### src/rtl/linebuffer_ctrl_pkg.sv
// linebuffer_pkg: shared types and helpers for the line-buffer frame sequencer.
//   lbc_state_t : sequencer state (IDLE, FILL, RUN, FLUSH, DONE)
//   half_of()   : number of rows above or below the window centre
package linebuffer_pkg;

  typedef enum logic [2:0] {
    IDLE  = 3'd0,
    FILL  = 3'd1,
    RUN   = 3'd2,
    FLUSH = 3'd3,
    DONE  = 3'd4
  } lbc_state_t;

  function automatic int half_of(input int lines);
    return lines / 2;
  endfunction

endpackage

### src/rtl/linebuffer_ctrl_if.sv
// linebuffer_ctrl_if: pixel-stream input, linebuffer strobes and window outputs.
//   slave  : the sequencer (consumes the pixel stream, produces everything else)
//   master : the pixel source / observer
// Handshake: in_de qualifies in_data on every clock where it is high. There
// is no backpressure. Every pixel is either written to the linebuffer or
// reported through a one-cycle drop pulse. lb_in_de, lb_out_de and win_valid
// are single-cycle strobes. The data they qualify is valid only while the
// strobe is high.
interface linebuffer_ctrl_if #(
  parameter int DATA_WIDTH = 8,
  parameter int XW         = 10,
  parameter int YW         = 10
);
  import linebuffer_pkg::*;

  logic                  in_vsync;
  logic                  in_de;
  logic [DATA_WIDTH-1:0] in_data;
  logic                  lb_in_de;
  logic [DATA_WIDTH-1:0] lb_in_data;
  logic                  lb_out_de;
  logic                  win_valid;
  logic [XW-1:0]         win_x;
  logic [YW-1:0]         win_y;
  logic                  win_left;
  logic                  win_right;
  logic                  win_top;
  logic                  win_bot;
  logic                  frame_done;
  logic                  frame_err;
  logic                  drop;
  lbc_state_t            dbg_state;     // current sequencer state
  logic                  dbg_out_last;  // output counter sits on the final window

  modport slave (
    input  in_vsync, in_de, in_data,
    output lb_in_de, lb_in_data, lb_out_de, win_valid, win_x, win_y,
           win_left, win_right, win_top, win_bot, frame_done, frame_err,
           drop, dbg_state, dbg_out_last
  );

  modport master (
    output in_vsync, in_de, in_data,
    input  lb_in_de, lb_in_data, lb_out_de, win_valid, win_x, win_y,
           win_left, win_right, win_top, win_bot, frame_done, frame_err,
           drop, dbg_state, dbg_out_last
  );
endinterface

### src/rtl/linebuffer_ctrl_raster_cnt.sv
// raster_cnt: raster-order (x, y) counter.
//   i_inc      : advance one pixel (x wraps at W-1, then y advances, y wraps at H-1)
//   i_clr      : restart at (0,0); if i_inc is also high, land on (1,0)
//   o_x, o_y   : current position
//   o_last_px  : x == W-1
//   o_last_row : y == H-1
module raster_cnt #(
  parameter int W  = 1024,
  parameter int H  = 768,
  parameter int XW = $clog2(W),
  parameter int YW = $clog2(H)
) (
  input  logic          clk,
  input  logic          rst,
  input  logic          i_inc,
  input  logic          i_clr,
  output logic [XW-1:0] o_x,
  output logic [YW-1:0] o_y,
  output logic          o_last_px,
  output logic          o_last_row
);
  localparam logic [XW-1:0] X_LAST = XW'(W - 1);
  localparam logic [YW-1:0] Y_LAST = YW'(H - 1);

  logic [XW-1:0] r_x;
  logic [YW-1:0] r_y;

  assign o_x        = r_x;
  assign o_y        = r_y;
  assign o_last_px  = (r_x == X_LAST);
  assign o_last_row = (r_y == Y_LAST);

  always_ff @(posedge clk or posedge rst) begin
    if (rst) begin
      r_x <= '0;
      r_y <= '0;
    end else if (i_clr) begin
      // A pixel arriving with the clear is pixel 0 of the new raster.
      r_x <= XW'(i_inc);
      r_y <= '0;
    end else if (i_inc) begin
      if (o_last_px) begin
        r_x <= '0;
        r_y <= o_last_row ? '0 : r_y + 1'b1;
      end else begin
        r_x <= r_x + 1'b1;
      end
    end
  end
endmodule

### src/rtl/linebuffer_ctrl.sv
// linebuffer_ctrl: frame sequencer for one linebuffer (DATA_LINES x IMG_W).
//   clk, rst : single clock, asynchronous active-high reset
//   bus      : linebuffer_ctrl_if.slave
//     in_vsync/in_de/in_data           raster pixel input
//     lb_in_de/lb_in_data/lb_out_de    linebuffer write strobe, data, read strobe
//     win_valid/win_x/win_y/win_*      window-centre coordinates and border flags
//     frame_done/frame_err/drop        one-cycle status pulses
//     dbg_state/dbg_out_last           debug visibility
// The first HALF rows only fill the buffer. Each later write is followed
// one cycle after by a read. After the last input row, HALF zero rows are
// written so that every input pixel produces exactly one window.
module linebuffer_ctrl
  import linebuffer_pkg::*;
#(
  parameter int IMG_W      = 1024,
  parameter int IMG_H      = 768,
  parameter int DATA_LINES = 3,
  parameter int DATA_WIDTH = 8
) (
  input logic              clk,
  input logic              rst,
  linebuffer_ctrl_if.slave bus
);
  localparam int HALF = half_of(DATA_LINES);
  localparam int XW   = $clog2(IMG_W);
  localparam int YW   = $clog2(IMG_H);
  localparam logic [YW-1:0] Y_FILL_LAST = YW'(HALF - 1);
  localparam logic [YW-1:0] Y_TOP       = YW'(HALF);
  localparam logic [YW-1:0] Y_BOT       = YW'(IMG_H - 1 - HALF);

  lbc_state_t            r_state, w_nxt;
  logic                  r_vs_q, r_vs_q2;
  logic [1:0]            r_done_cnt;
  logic                  r_lb_in_de, r_rd_arm, r_lb_out_de;
  logic [DATA_WIDTH-1:0] r_lb_in_data;
  logic                  r_win_valid, r_win_left, r_win_right, r_win_top, r_win_bot;
  logic [XW-1:0]         r_win_x;
  logic [YW-1:0]         r_win_y;
  logic                  r_frame_done, r_frame_err, r_drop;

  logic [XW-1:0]         w_in_x, w_out_x;
  logic [YW-1:0]         w_in_y, w_out_y;
  logic                  w_in_last_px, w_in_last_row, w_out_last_px, w_out_last_row;
  logic                  w_rise, w_abort, w_accept, w_flush_wr, w_wr, w_arm, w_drop;
  logic                  w_fill_to_run, w_run_to_flush, w_flush_end, w_done_pulse;
  logic                  w_in_inc, w_in_clr, w_out_clr;
  logic [DATA_WIDTH-1:0] w_wr_data;

  // Input pixels and flush rows share one counter; flush only needs HALF rows.
  raster_cnt #(.W(IMG_W), .H(IMG_H), .XW(XW), .YW(YW)) u_in_cnt (
    .clk(clk), .rst(rst), .i_inc(w_in_inc), .i_clr(w_in_clr),
    .o_x(w_in_x), .o_y(w_in_y), .o_last_px(w_in_last_px), .o_last_row(w_in_last_row)
  );

  raster_cnt #(.W(IMG_W), .H(IMG_H), .XW(XW), .YW(YW)) u_out_cnt (
    .clk(clk), .rst(rst), .i_inc(r_lb_out_de), .i_clr(w_out_clr),
    .o_x(w_out_x), .o_y(w_out_y), .o_last_px(w_out_last_px), .o_last_row(w_out_last_row)
  );

  always_comb begin
    w_rise         = r_vs_q & ~r_vs_q2;
    w_abort        = w_rise && (r_state != IDLE);
    // On an abort, the pixel of that cycle opens the new frame.
    w_accept       = bus.in_de && (w_abort || (!w_rise && ((r_state == FILL) || (r_state == RUN))));
    w_flush_wr     = !w_rise && (r_state == FLUSH);
    w_wr           = w_accept || w_flush_wr;
    w_wr_data      = w_flush_wr ? '0 : bus.in_data;
    // Only RUN and FLUSH writes are followed by a read. FILL writes only prime the buffer.
    w_arm          = w_flush_wr || (!w_rise && (r_state == RUN) && bus.in_de);
    w_drop         = bus.in_de && !w_accept;
    w_fill_to_run  = !w_rise && (r_state == FILL) && bus.in_de && w_in_last_px && (w_in_y == Y_FILL_LAST);
    w_run_to_flush = !w_rise && (r_state == RUN) && bus.in_de && w_in_last_px && w_in_last_row;
    w_flush_end    = w_flush_wr && w_in_last_px && (w_in_y == Y_FILL_LAST);
    w_done_pulse   = !w_rise && (r_state == DONE) && (r_done_cnt == 2'd2);
    w_in_inc       = (w_accept && !w_run_to_flush) || w_flush_wr;
    w_in_clr       = w_rise || w_run_to_flush;
    // The second clear, at the fill-to-run transition, discards counts made by
    // reads of an aborted frame that were still in flight.
    w_out_clr      = w_rise || w_fill_to_run;

    w_nxt = r_state;
    case (r_state)
      IDLE:    w_nxt = IDLE;
      FILL:    if (w_fill_to_run)  w_nxt = RUN;
      RUN:     if (w_run_to_flush) w_nxt = FLUSH;
      FLUSH:   if (w_flush_end)    w_nxt = DONE;
      DONE:    if (w_done_pulse)   w_nxt = IDLE;
      default: w_nxt = IDLE;
    endcase
    if (w_rise) w_nxt = FILL;
  end

  always_ff @(posedge clk or posedge rst) begin
    if (rst) begin
      r_state      <= IDLE;
      r_vs_q       <= 1'b0;
      r_vs_q2      <= 1'b0;
      r_done_cnt   <= 2'd0;
      r_lb_in_de   <= 1'b0;
      r_lb_in_data <= '0;
      r_rd_arm     <= 1'b0;
      r_lb_out_de  <= 1'b0;
      r_win_valid  <= 1'b0;
      r_win_x      <= '0;
      r_win_y      <= '0;
      r_win_left   <= 1'b0;
      r_win_right  <= 1'b0;
      r_win_top    <= 1'b0;
      r_win_bot    <= 1'b0;
      r_frame_done <= 1'b0;
      r_frame_err  <= 1'b0;
      r_drop       <= 1'b0;
    end else begin
      r_state      <= w_nxt;
      r_vs_q       <= bus.in_vsync;
      r_vs_q2      <= r_vs_q;
      r_done_cnt   <= (r_state == DONE) ? r_done_cnt + 2'd1 : 2'd0;
      r_lb_in_de   <= w_wr;
      r_lb_in_data <= w_wr ? w_wr_data : '0;
      r_rd_arm     <= w_arm;
      r_lb_out_de  <= r_lb_in_de & r_rd_arm;
      // The window stage lines up with the linebuffer's registered out_data.
      r_win_valid  <= r_lb_out_de;
      r_win_x      <= r_lb_out_de ? w_out_x : '0;
      r_win_y      <= r_lb_out_de ? w_out_y : '0;
      r_win_left   <= r_lb_out_de && (w_out_x == '0);
      r_win_right  <= r_lb_out_de && w_out_last_px;
      r_win_top    <= r_lb_out_de && (w_out_y < Y_TOP);
      r_win_bot    <= r_lb_out_de && (w_out_y > Y_BOT);
      r_frame_done <= w_done_pulse;
      r_frame_err  <= w_abort;
      r_drop       <= w_drop;
    end
  end

  assign bus.lb_in_de     = r_lb_in_de;
  assign bus.lb_in_data   = r_lb_in_data;
  assign bus.lb_out_de    = r_lb_out_de;
  assign bus.win_valid    = r_win_valid;
  assign bus.win_x        = r_win_x;
  assign bus.win_y        = r_win_y;
  assign bus.win_left     = r_win_left;
  assign bus.win_right    = r_win_right;
  assign bus.win_top      = r_win_top;
  assign bus.win_bot      = r_win_bot;
  assign bus.frame_done   = r_frame_done;
  assign bus.frame_err    = r_frame_err;
  assign bus.drop         = r_drop;
  assign bus.dbg_state    = r_state;
  assign bus.dbg_out_last = w_out_last_px & w_out_last_row;
endmodule
### src/flat_wrapper.sv
// flat-port wrapper written by rule: the top's interface ports become plain ports
module linebuffer_ctrl_flat import linebuffer_pkg::*;
#(
  parameter int IMG_W      = 1024,
  parameter int IMG_H      = 768,
  parameter int DATA_LINES = 3,
  parameter int DATA_WIDTH = 8
)
  (clk, rst, bus_in_vsync, bus_in_de, bus_in_data, bus_lb_in_de, bus_lb_in_data, bus_lb_out_de, bus_win_valid, bus_win_x, bus_win_y, bus_win_left, bus_win_right, bus_win_top, bus_win_bot, bus_frame_done, bus_frame_err, bus_drop, bus_dbg_state, bus_dbg_out_last);
  linebuffer_ctrl_if #(.DATA_WIDTH(DATA_WIDTH)) bus_i ();
  input logic clk;
  input logic rst;
  input wire logic [$bits(bus_i.in_vsync)-1:0] bus_in_vsync;
  input wire logic [$bits(bus_i.in_de)-1:0] bus_in_de;
  input wire logic [$bits(bus_i.in_data)-1:0] bus_in_data;
  output wire logic [$bits(bus_i.lb_in_de)-1:0] bus_lb_in_de;
  output wire logic [$bits(bus_i.lb_in_data)-1:0] bus_lb_in_data;
  output wire logic [$bits(bus_i.lb_out_de)-1:0] bus_lb_out_de;
  output wire logic [$bits(bus_i.win_valid)-1:0] bus_win_valid;
  output wire logic [$bits(bus_i.win_x)-1:0] bus_win_x;
  output wire logic [$bits(bus_i.win_y)-1:0] bus_win_y;
  output wire logic [$bits(bus_i.win_left)-1:0] bus_win_left;
  output wire logic [$bits(bus_i.win_right)-1:0] bus_win_right;
  output wire logic [$bits(bus_i.win_top)-1:0] bus_win_top;
  output wire logic [$bits(bus_i.win_bot)-1:0] bus_win_bot;
  output wire logic [$bits(bus_i.frame_done)-1:0] bus_frame_done;
  output wire logic [$bits(bus_i.frame_err)-1:0] bus_frame_err;
  output wire logic [$bits(bus_i.drop)-1:0] bus_drop;
  output wire logic [$bits(bus_i.dbg_state)-1:0] bus_dbg_state;
  output wire logic [$bits(bus_i.dbg_out_last)-1:0] bus_dbg_out_last;
  assign bus_i.in_vsync = bus_in_vsync;
  assign bus_i.in_de = bus_in_de;
  assign bus_i.in_data = bus_in_data;
  assign bus_lb_in_de = bus_i.lb_in_de;
  assign bus_lb_in_data = bus_i.lb_in_data;
  assign bus_lb_out_de = bus_i.lb_out_de;
  assign bus_win_valid = bus_i.win_valid;
  assign bus_win_x = bus_i.win_x;
  assign bus_win_y = bus_i.win_y;
  assign bus_win_left = bus_i.win_left;
  assign bus_win_right = bus_i.win_right;
  assign bus_win_top = bus_i.win_top;
  assign bus_win_bot = bus_i.win_bot;
  assign bus_frame_done = bus_i.frame_done;
  assign bus_frame_err = bus_i.frame_err;
  assign bus_drop = bus_i.drop;
  assign bus_dbg_state = bus_i.dbg_state;
  assign bus_dbg_out_last = bus_i.dbg_out_last;
  linebuffer_ctrl #(.IMG_W(IMG_W), .IMG_H(IMG_H), .DATA_LINES(DATA_LINES), .DATA_WIDTH(DATA_WIDTH)) u_core (.clk(clk), .rst(rst), .bus(bus_i));
endmodule
### config.mk
export PLATFORM = sky130hd
export DESIGN_NAME = linebuffer_ctrl_flat
export DESIGN_NICKNAME = d
export VERILOG_FILES = /design/src/rtl/linebuffer_ctrl_pkg.sv /design/src/rtl/linebuffer_ctrl_if.sv /design/src/rtl/linebuffer_ctrl_raster_cnt.sv /design/src/rtl/linebuffer_ctrl.sv /design/src/flat_wrapper.sv
export SDC_FILE = /design/constraint.sdc
export NUM_CORES = 1
export LEC_CHECK = 0
export CORE_MARGIN = 2
export CORE_UTILIZATION = 30
export DETAILED_ROUTE_END_ITERATION = 8
export PLACE_DENSITY = 0.46
export SYNTH_ARGS = -nofsm -noshare
export SYNTH_HDL_FRONTEND = slang
export SYNTH_SLANG_ARGS = --single-unit
### constraint.sdc
create_clock -name clk -period 3.28 [get_ports clk]
set_clock_uncertainty 0.1 [all_clocks]
set_input_delay 0.328 -clock clk [delete_from_list [all_inputs] [get_ports clk]]
set_output_delay 0.328 -clock clk [all_outputs]
set_load 0.005 [all_outputs]
==> results.py <==
# Generated from Yosys and OpenROAD reports
metrics = {
    "finish": {
        "mostFrequentLayoutCells": "86 x dfrtp_1, 53 x clkdlybuf4s50_1, 43 x nor2_1",
        "comb_area_share_pct": 33.3,
        "final-comb-area_sq_um": 1650,
        "buffers": 60,
        "flop_area_sq_um": 2150,
        "top_area_cell_class": "registers",
        "area_delta_synth_final_pct": 25.8,
        "stdcell_count": 624,
        "final-clk-cell-share_pct": 5.87,
        "nonClkBufAreaFrac_pct": 11.8,
        "lay_top_count": "dfrtp_1",
        "nets": 469,
    },
    "synth": {
        "most_common_cell": "dfrtp_1",
        "yosys_warnings": 0,
        "area_leaders": "dfrtp_1 55%, nor2_1 4.1%, and2_1 3.7%",
        "aoi_share_pct": 9.86,
        "edf_count": 0,
        "netlist_area_sq_um": 3930,
        "netlist_instances": 394,
        "mux_share_pct": 0.255,
        "yosys.area_share.adder_pct": 2.86,
        "ys_cells": 394,
        "largest_area_cell": "dfrtp_1",
        "yosys.cell_types.count": 48,
        "ys_sh_simple_pct": 26.1,
        "synth_top_flop_cell": "dfrtp_1",
        "ys_seq_share_pct": 54.7,
        "ys_ff": 86,
        "xor_share_pct": 2.90,
        "synth-async-reset-ratio_pct": 100,
    },
    "clock_tree": {
        "cts_resized": 0,
        "clkLatencyLatePin_ns": 0.34,
        "htreeDepth": 3,
        "cts_buffers": 9,
        "cts_max_path_buffers": 2,
        "clk_pin_slew_ns": 0.06,
        "cts_tree": "built",
    },
    "worst_setup_path": {
        "reg2reg_to": "u_core.u_out_cnt.o_y[8]",
        "required_ns": 2.85,
        "worstSetupStartpointType": "register",
        "path_cells": "nand4_1 -> nor4_1 -> nand2_1 -> nor2_1 -> clkdlybuf4s50_1",
        "crit_path_max_incr_delay_ns": 0.53,
        "critPathArrivalTime_ns": 2.40,
        "r2r-start": "u_core.u_out_cnt.o_x[1]",
        "crit_fanout": 8,
        "r2r_slack_ns": 0.88,
        "r2r_cells": 7,
        "cp-end-kind": "primary output",
    },
    "place": {
        "placedCellCount": 609,
        "detailedPlace.worstSlack_ns": 0.786,
        "gp_congestion": 0.857,
        "placed_cell_area_sq_um": 4660,
        "portBuffers": 53,
    },
    "final_timing": {
        "hold_viol": 0,
        "setup_violations": 0,
        "fmax_mhz": 354,
        "worst_pin_slew_ns": 0.573,
        "worst_hold_slack_ns": 0.219,
        "maxSlewViolCount": 0,
        "slew-limit-headroom_pct": 61.8,
        "finalClockPeriodUsage_pct": 86.1,
        "rsz0062_at_grt": "false",
        "fin_ws_ns": 0.457,
    },
    "route": {
        "drt_iter0_drc": 133,
        "drc": 0,
        "via_per_inst": 4.92,
        "antenna_left": 0,
    },
    "power_and_ir_drop": {
        "p_leak_nw": 2.08,
        "p_total_mw": 2.28,
        "ir_drop_mv": 0.286,
        "powerDensity_nw_per_um2": 461,
    },
    "global_route": {
        "grt_pass1_vias": 2925,
        "grt_pass1_wl_microns": 15200,
        "antenna_found_initial": 0,
        "overflow": 0,
    },
    "floorplan": {
        "dieWidth_microns": 118,
        "die_h_microns": 118,
        "fp_util_pct": 30.9,
        "tapCellCount": 172,
        "die_area_sq_um": 14000,
        "ios": 54,
    },
    "hold_path": {
        "hold_path_class": "input pin to asynchronous set/reset pin",
    },
    "status": {
        "status": "finished, final reports clean",
    },
    "run": {
        "drv_cap": 0,
        "warnings": 30,
    },
}
-- cells by family after synthesis --
| group | count (synthesis) |
|---|---|
| fa+ha+maj | 9 |
| xor+xnor | 13 |
| simple gates | 189 |
| flops | 86 |
| buf+inv | 31 |
| compound gates | 65 |
| mux | 1 |
-- state kept, by name, summed over array words and instances (netlist names), 2 cells and up --
name	cells
u_core.bus.win_x	10
u_core.bus.dbg_state	3
u_core.u_in_cnt.o_x	10
u_core.bus.win_y	10
u_core.bus.lb_in_data	8
u_core.u_out_cnt.o_y	10
u_core.u_in_cnt.o_y	10
u_core.r_done_cnt	2
u_core.u_out_cnt.o_x	10
-- metal layers --
metal / track usage [%] / share of wire, % / up-vias
met5: 0 / 0 / -
met4: 4.69 / 1.8 / 0
met3: 3.76 / 4.5 / 11
met2: 21.0 / 47 / 66
met1: 18.0 / 47 / 1484
li1: - / - / 1509
-- power by group --
part	internal, mW	total [mW]	switching, mW
combinational	0.0704	0.157	0.0869
sequential	1.09	1.12	0.0277
clock	0.604	1.01	0.405
total	1.76	2.28	0.519
-- worst max-delay path by stage --
stage | cells past startpoint | slack (ns) | start | end
3_5_place_dp | 6 | 0.79 | bus_in_de | u_core.u_in_cnt.o_y[8]
4_1_cts | 5 | 0.44 | u_core.u_out_cnt.o_y[5] | bus_dbg_out_last
5_1_grt | 5 | 0.17 | u_core.u_out_cnt.o_y[5] | bus_dbg_out_last
3_3_place_gp | 6 | 0.84 | bus_in_de | u_core.u_in_cnt.o_y[8]
2_1_floorplan | 1 | 0.63 | rst | u_core.bus.dbg_state[0]
6_report | 5 | 0.46 | u_core.u_out_cnt.o_y[5] | bus_dbg_out_last
Fig. 1: wiring heat map
24 x 24 tiles, from black (low) to pale yellow (high), scaled to the fullest tile. Values are wire area over tile area, all layers added.
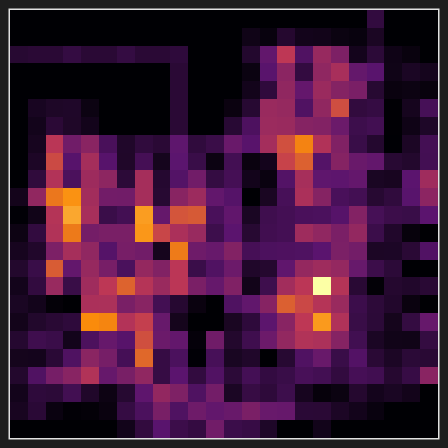
mean over tiles: 0.098
fullest tile: 0.53
tiles over half the peak: 5.0%
densest ninth of the die: west
emptiest ninth of the die: north-west
nearly empty tiles: 22%
Total Wirelength: 8770 microns
routed length per placed instance: 14.1 microns
GRT Util Overall: 13.5%

Fig. 2: cell classes on the final placement
Bar = 20 microns. Fill, decap, tap and diode cells in gray.
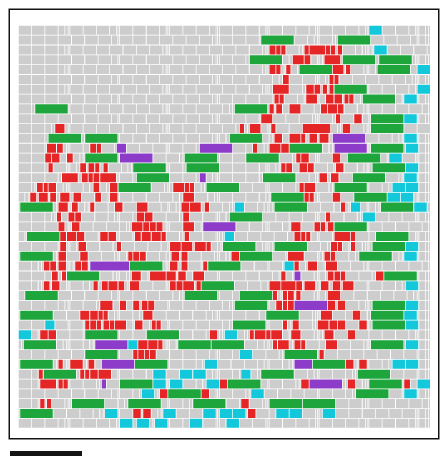
legend:
  all other logic:
    color: red
    cells: 291
  flip-flops:
    color: green
    cells: 86
  other buffers and delay cells:
    color: cyan
    cells: 60
  clock drivers and dummy loads:
    color: purple
    cells: 15
final core utilization: 38.9%
Seq area share: 43.5%
post-route cell area: 4950 sq um
FP Rows: 41
core area: 12,700 sq um

Fig. 3: the metal 1 layer
Supply wires on this layer in gray.
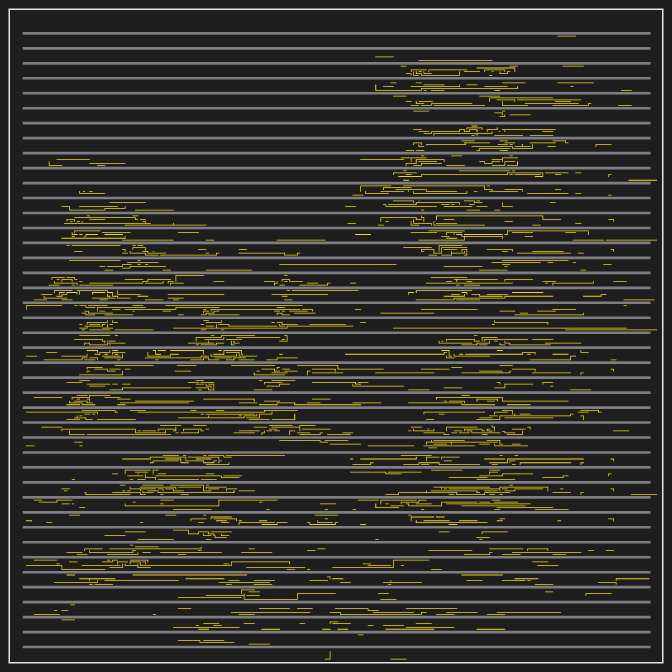
share of all routed wire: 47%
longest straight run: 42.3 microns
wire length on this layer: 4,100 microns
main direction: horizontal
nets with wire on the layer: 415
met1 Usage GRT: 18.0%
Via Count: 3,070

Power is estimated from default activity; no workload was simulated.
